<file path="config.mk">
export PLATFORM = sky130hd
export DESIGN_NAME = pulse_trigger_gen
export DESIGN_NICKNAME = d
export VERILOG_FILES = /design/src/rtl/pulse_trigger_gen_pkg.sv /design/src/rtl/pulse_channel.sv /design/src/rtl/pulse_trigger_gen.sv
export SDC_FILE = /design/constraint.sdc
export NUM_CORES = 1
export LEC_CHECK = 0
export CAP_MARGIN = 25
export CORE_UTILIZATION = 30
export DETAILED_ROUTE_END_ITERATION = 6
export DONT_BUFFER_PORTS = 1
export PLACE_DENSITY = 0.53
export SLEW_MARGIN = 20
export SYNTH_ARGS = -nofsm -noshare
export SYNTH_HDL_FRONTEND = slang
export SYNTH_HIERARCHICAL = 1
export SYNTH_SLANG_ARGS = --single-unit
</file>
<file path="constraint.sdc">
create_clock -name clock -period 3.55 [get_ports clock]
set_input_delay 0.8875 -clock clock [delete_from_list [all_inputs] [get_ports clock]]
set_output_delay 0.8875 -clock clock [all_outputs]
set_load 0.005 [all_outputs]
</file>
<file path="src/rtl/pulse_trigger_gen_pkg.sv">
// Shared definitions for the pulse trigger generator: channel FSM states,
// configuration register select codes and MODE register bit positions.
package pulse_trigger_gen_pkg;

  typedef enum logic [1:0] {
    ST_IDLE  = 2'd0,
    ST_DELAY = 2'd1,
    ST_HIGH  = 2'd2,
    ST_LOW   = 2'd3
  } state_e;

  localparam logic [2:0] SEL_DELAY = 3'd0;
  localparam logic [2:0] SEL_HIGH  = 3'd1;
  localparam logic [2:0] SEL_LOW   = 3'd2;
  localparam logic [2:0] SEL_COUNT = 3'd3;
  localparam logic [2:0] SEL_MODE  = 3'd4;

  localparam int unsigned MODE_RETRIG = 0;
  localparam int unsigned MODE_GATE   = 1;

endpackage

</file>
<file path="src/rtl/pulse_channel.sv">
// One pulse channel: trigger edge detect, live config registers, per-burst
// shadow copies and the IDLE/DELAY/HIGH/LOW sequencer with registered outputs.
module pulse_channel
  import pulse_trigger_gen_pkg::*;
#(
  parameter int unsigned CW = 8
) (
  input  logic          i_clk,
  input  logic          i_rst_n,
  input  logic          i_on,
  input  logic          i_we,
  input  logic [2:0]    i_sel,
  input  logic [CW-1:0] i_data,
  output logic          o_signal,
  output logic          o_busy,
  output logic          o_done
);

  logic          r_armed;
  logic          r_on_prev;
  logic [CW-1:0] r_delay;
  logic [CW-1:0] r_high;
  logic [CW-1:0] r_low;
  logic [CW-1:0] r_count;
  logic [1:0]    r_mode;
  logic [CW-1:0] r_s_high;
  logic [CW-1:0] r_s_low;
  logic [CW-1:0] r_s_count;
  logic [1:0]    r_s_mode;
  logic [CW-1:0] r_tmr;
  logic [CW-1:0] r_pcnt;
  state_e        r_state;
  logic          r_sig;
  logic          r_busy;
  logic          r_done;

  logic          w_edge;
  logic          w_start;
  logic          w_gate_stop;
  logic          w_last_high;

  // Phase timers count down to zero, so a phase of length n loads n-1;
  // a programmed zero still yields a one-cycle phase.
  function automatic logic [CW-1:0] len_m1(input logic [CW-1:0] v);
    return (v == '0) ? '0 : v - 1'b1;
  endfunction

  // r_armed masks the first cycle after reset so a level held through
  // reset release is not mistaken for a rising edge.
  assign w_edge      = r_armed & i_on & ~r_on_prev;
  assign w_start     = w_edge & ((r_state == ST_IDLE) | r_s_mode[MODE_RETRIG]);
  assign w_gate_stop = (r_state != ST_IDLE) & r_s_mode[MODE_GATE] & ~i_on;
  assign w_last_high = (r_s_count != '0) && (r_pcnt == r_s_count - 1'b1);

  always_ff @(posedge i_clk or negedge i_rst_n) begin
    if (!i_rst_n) begin
      r_armed   <= 1'b0;
      r_on_prev <= 1'b0;
      r_delay   <= '0;
      r_high    <= CW'(1);
      r_low     <= CW'(1);
      r_count   <= CW'(1);
      r_mode    <= '0;
      r_s_high  <= '0;
      r_s_low   <= '0;
      r_s_count <= '0;
      r_s_mode  <= '0;
      r_tmr     <= '0;
      r_pcnt    <= '0;
      r_state   <= ST_IDLE;
      r_sig     <= 1'b0;
      r_busy    <= 1'b0;
      r_done    <= 1'b0;
    end else begin
      r_armed   <= 1'b1;
      r_on_prev <= i_on;
      r_done    <= 1'b0;

      if (i_we) begin
        case (i_sel)
          SEL_DELAY: r_delay <= i_data;
          SEL_HIGH:  r_high  <= i_data;
          SEL_LOW:   r_low   <= i_data;
          SEL_COUNT: r_count <= i_data;
          SEL_MODE:  r_mode  <= i_data[1:0];
          default:   ;
        endcase
      end

      // Shadows load from the pre-write live values when a write coincides.
      if (w_start) begin
        r_s_high  <= r_high;
        r_s_low   <= r_low;
        r_s_count <= r_count;
        r_s_mode  <= r_mode;
        r_pcnt    <= '0;
        r_busy    <= 1'b1;
        if (r_delay != '0) begin
          r_state <= ST_DELAY;
          r_tmr   <= r_delay - 1'b1;
          r_sig   <= 1'b0;
        end else begin
          r_state <= ST_HIGH;
          r_tmr   <= len_m1(r_high);
          r_sig   <= 1'b1;
        end
      end else if (w_gate_stop) begin
        r_state <= ST_IDLE;
        r_sig   <= 1'b0;
        r_busy  <= 1'b0;
        r_done  <= 1'b1;
      end else begin
        case (r_state)
          ST_DELAY: begin
            if (r_tmr == '0) begin
              r_state <= ST_HIGH;
              r_tmr   <= len_m1(r_s_high);
              r_sig   <= 1'b1;
            end else begin
              r_tmr <= r_tmr - 1'b1;
            end
          end
          ST_HIGH: begin
            if (r_tmr == '0) begin
              if (w_last_high) begin
                r_state <= ST_IDLE;
                r_sig   <= 1'b0;
                r_busy  <= 1'b0;
                r_done  <= 1'b1;
              end else begin
                if (r_s_count != '0) begin
                  r_pcnt <= r_pcnt + 1'b1;
                end
                r_state <= ST_LOW;
                r_tmr   <= len_m1(r_s_low);
                r_sig   <= 1'b0;
              end
            end else begin
              r_tmr <= r_tmr - 1'b1;
            end
          end
          ST_LOW: begin
            if (r_tmr == '0) begin
              r_state <= ST_HIGH;
              r_tmr   <= len_m1(r_s_high);
              r_sig   <= 1'b1;
            end else begin
              r_tmr <= r_tmr - 1'b1;
            end
          end
          ST_IDLE: ;
          default: ;
        endcase
      end
    end
  end

  assign o_signal = r_sig;
  assign o_busy   = r_busy;
  assign o_done   = r_done;

endmodule

</file>
<file path="src/rtl/pulse_trigger_gen.sv">
// Multi-channel pulse trigger generator: decodes configuration writes to one
// channel at a time and replicates an independent pulse_channel per output.
module pulse_trigger_gen
  import pulse_trigger_gen_pkg::*;
#(
  parameter int unsigned CH = 4,
  parameter int unsigned CW = 8
) (
  input  logic          clock,
  input  logic          reset_n,
  input  logic [CH-1:0] on,
  input  logic          cfg_we,
  input  logic [3:0]    cfg_ch,
  input  logic [2:0]    cfg_sel,
  input  logic [CW-1:0] cfg_data,
  output logic [CH-1:0] signal,
  output logic [CH-1:0] busy,
  output logic [CH-1:0] done
);

  logic [CH-1:0] w_we;

  // Indices at or above CH match no channel, so such writes are dropped.
  for (genvar gi = 0; gi < CH; gi++) begin : g_ch
    assign w_we[gi] = cfg_we && (cfg_ch == 4'(gi));

    pulse_channel #(
      .CW(CW)
    ) u_ch (
      .i_clk    (clock),
      .i_rst_n  (reset_n),
      .i_on     (on[gi]),
      .i_we     (w_we[gi]),
      .i_sel    (cfg_sel),
      .i_data   (cfg_data),
      .o_signal (signal[gi]),
      .o_busy   (busy[gi]),
      .o_done   (done[gi])
    );
  end

endmodule

</file>
==> deck_impl_summary.md <==
Flow Results at a Glance

Outcome
  • Status: finished clean

Global routing
  • First-pass GRT wire length: 79,340 µm
  • GR Overflow Total: 0
  • Pin count of the biggest net entering global routing: 333
  • Vias in the first global route: 14.48k

Clock tree
  • CTS sink count: 332
  • Root Buffer: clkbuf_16
  • CTS resizes: 0
  • Clock-pin transition on the worst setup and hold timing paths: 0.06 ns
  • Post-CTS setup buffers: 0
  • H-Tree Depth: 2

Floorplan
  • I/O pin cnt: 34
  • Core Region: 61,600 µm²
  • Die Width: 251.4 µm
  • Starting Density: 30.29%

Place
  • Port Buffers: 0
  • Cells after DPL: 2,722
  • Gpl congestion: 0.8916

Pwr
  • Clock power share: 45.3%
  • PwrDens: 472.1 nW/µm²
  • Cell Int Power: 7290 µW

Critical path
  • CP startpoint kind: flop
  • WP data required: 3.98 ns
  • Kind of critical path: reg2reg
  • Worst R2R Path Depth: 8

Final timing
  • Final setup skew: 0.02241 ns
  • Final setup viols: 0
  • RSZ-0062 raised after global routing: no
  • Final count of pins violating max slew: 0
  • Slack of the critical path: 0.6614 ns
  • Crit path time final: 2.889 ns
  • Setup Total Neg Slack: 0 ns

Logic synthesis
  • Post-Syn Nets: 2,002
  • Flops after synth: 332
  • Largest cells by area: dfrtp_1, mux2_2, nand2_1
  • Register area share after synthesis: 44.61%
  • Yosys top cell by area: dfrtp_1
  • Avg Inst Size Synth: 9.617 µm²
  • Async S/R FF share, synth: 100.0%
  • Distinct cells, synth: 97

Final layout
  • Antenna diodes: 0
  • Layout cells sized above 1: 14.69%
  • Fin nets: 1,991
  • Synthesis-to-layout area growth: 12.51%
  • Fillers: 6,271
  • Final instance area: 20,990 µm²

Detailed routing
  • Drt drc: 0
  • Via Count: 14.51k

Run
  • Tool Warnings: 40
cell type report:
cell class              instances  area, µm²  area share, %
clock buffers                  54       1146          5.460
clock inverters                22      299.0          1.425
inverters                      78      292.8          1.395
multi-input cells            1455       9733          46.37
flip-flops and latches        332       8323          39.65
well taps                     837       1047          4.989
repair buffers                 20      150.1         0.7153
power groups by stage:
stage / Sequential, µW / Clock, µW / Combinational (µW)
floorplan: 4300 / 0 / 874
global placement: 4400 / 0 / 1040
detailed placement: 4410 / 0 / 1060
CTS: 4340 / 4630 / 1070
global route: 4390 / 4760 / 1200
finish: 4350 / 4490 / 1070
cells in the final DEF (no fill, tap or decap), types with 16 or more instances in the layout:
cell       count
nor4_1        22
a31oi_1       22
clkbuf_16     42
nor4b_1       18
a21oi_1       76
mux2_2       126
inv_1         78
ha_1          40
nor3b_1       17
or3_1         18
nand3_1       35
nand4_1       20
nor2_1        96
o22ai_1       23
nand2b_1      21
or4_1         16
o21ai_0       99
buf_4         20
o31ai_1       22
mux2i_1       28
nor3_1        57
xnor2_1       73
nand2_1      348
dfrtp_1      320
xor2_1        28
o221ai_1      16
stage by stage:
stage,utilization [%],power [µW]
after detailed placement,31.73,5471
after floorplan,-,5173
after global placement,31.73,5437
after global routing,34.08,10360
final,34.08,9909
after CTS,34.08,10050
final timing paths:
kind	from	endpoint	slack (ns)
worst max-delay path	g_ch[2].u_ch/r_s_count[0]	g_ch[2].u_ch/r_tmr[4]	0.66
worst min-delay path	reset_n	g_ch[0].u_ch/r_pcnt[4]	0.07
worst max register to register	g_ch[2].u_ch/r_s_count[0]	g_ch[2].u_ch/r_tmr[4]	0.66
worst min register to register	g_ch[2].u_ch/r_low[5]	g_ch[2].u_ch/r_s_low[5]	0.46
max in group asynchronous	reset_n	g_ch[2].u_ch/r_s_high[1]	2.33
min in group clock	on[0]	g_ch[0].u_ch/r_on_prev	0.35
critical path, stage by stage (launching register included):
cell and delay (ns):
dfrtp_1 0.41, inv_1 0.11, ha_1 0.28, nand2b_4 0.08
o41a_1 0.31, o22ai_1 0.32, nor4_1 0.12, o21ai_1 0.73
mux2_2 0.41
flip-flops by register name, indices dropped and copies added (netlist names), 8 cells and up:
register and flops:
g_ch.u_ch/r_count 32, g_ch.u_ch/r_low 32, g_ch.u_ch/r_s_mode 8, g_ch.u_ch/r_high 32
g_ch.u_ch/r_mode 8, g_ch.u_ch/r_s_low 32, g_ch.u_ch/r_s_high 32, g_ch.u_ch/r_pcnt 32
g_ch.u_ch/r_delay 32, g_ch.u_ch/r_s_count 32, g_ch.u_ch/r_tmr 32, g_ch.u_ch/r_state 8
layer usage:
layer | track usage [%] | vias up | part of all wire, %
met1 | 21.69 | 7221 | 49
met3 | 2.847 | 75 | 4.6
met2 | 24.04 | 258 | 45
li1 | - | 6955 | -
met5 | 0 | - | 0
met4 | 4.355 | 0 | 2.2
cell families after synthesis:
family	after synthesis	synth area share [%]
and+or+nand+nor	769	21.33
AOI/OAI and AO/OA	387	14.07
other	4	0.08045
DFF	332	44.61
muxes	154	9.107
buffers and inverters	153	3.387
adders and majority gates	40	2.682
xor gates and xnor gates	101	4.741
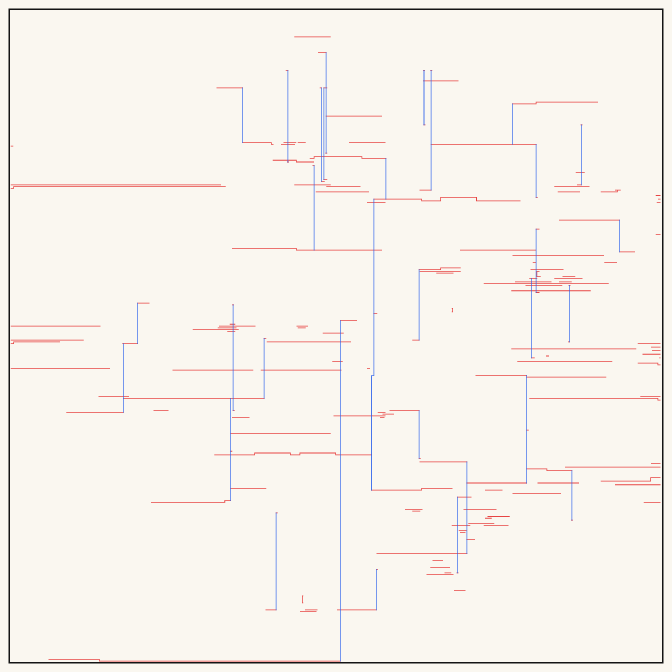
**Above:** signal wires by layer.
Only two layers are drawn.
Red stands for metal 3, wire length 2,200 µm. Blue stands for metal 4, wire length 1,040 µm.

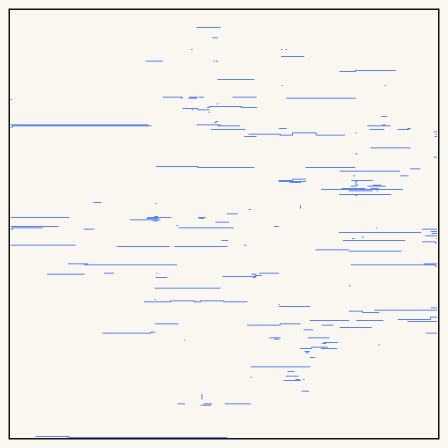
**Above:** signal wires on met3.
The longest straight run is 92.9 µm. The layer holds 4.6% of the routed length. The wires run mostly horizontal. The layer carries 2,200 µm of wire.

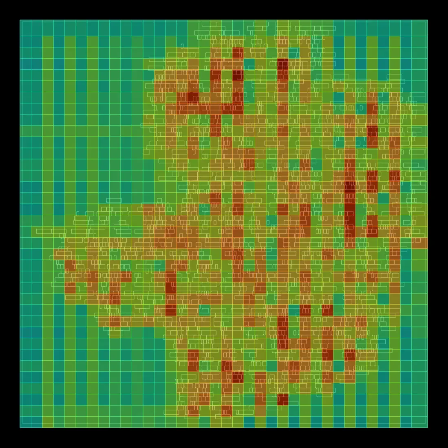
**Above:** track usage over the die.
met3 Use GR: 2.847%
GR Util All Layers: 15.41%

Power figures rest on the tool's default switching activity, not on a simulated workload.
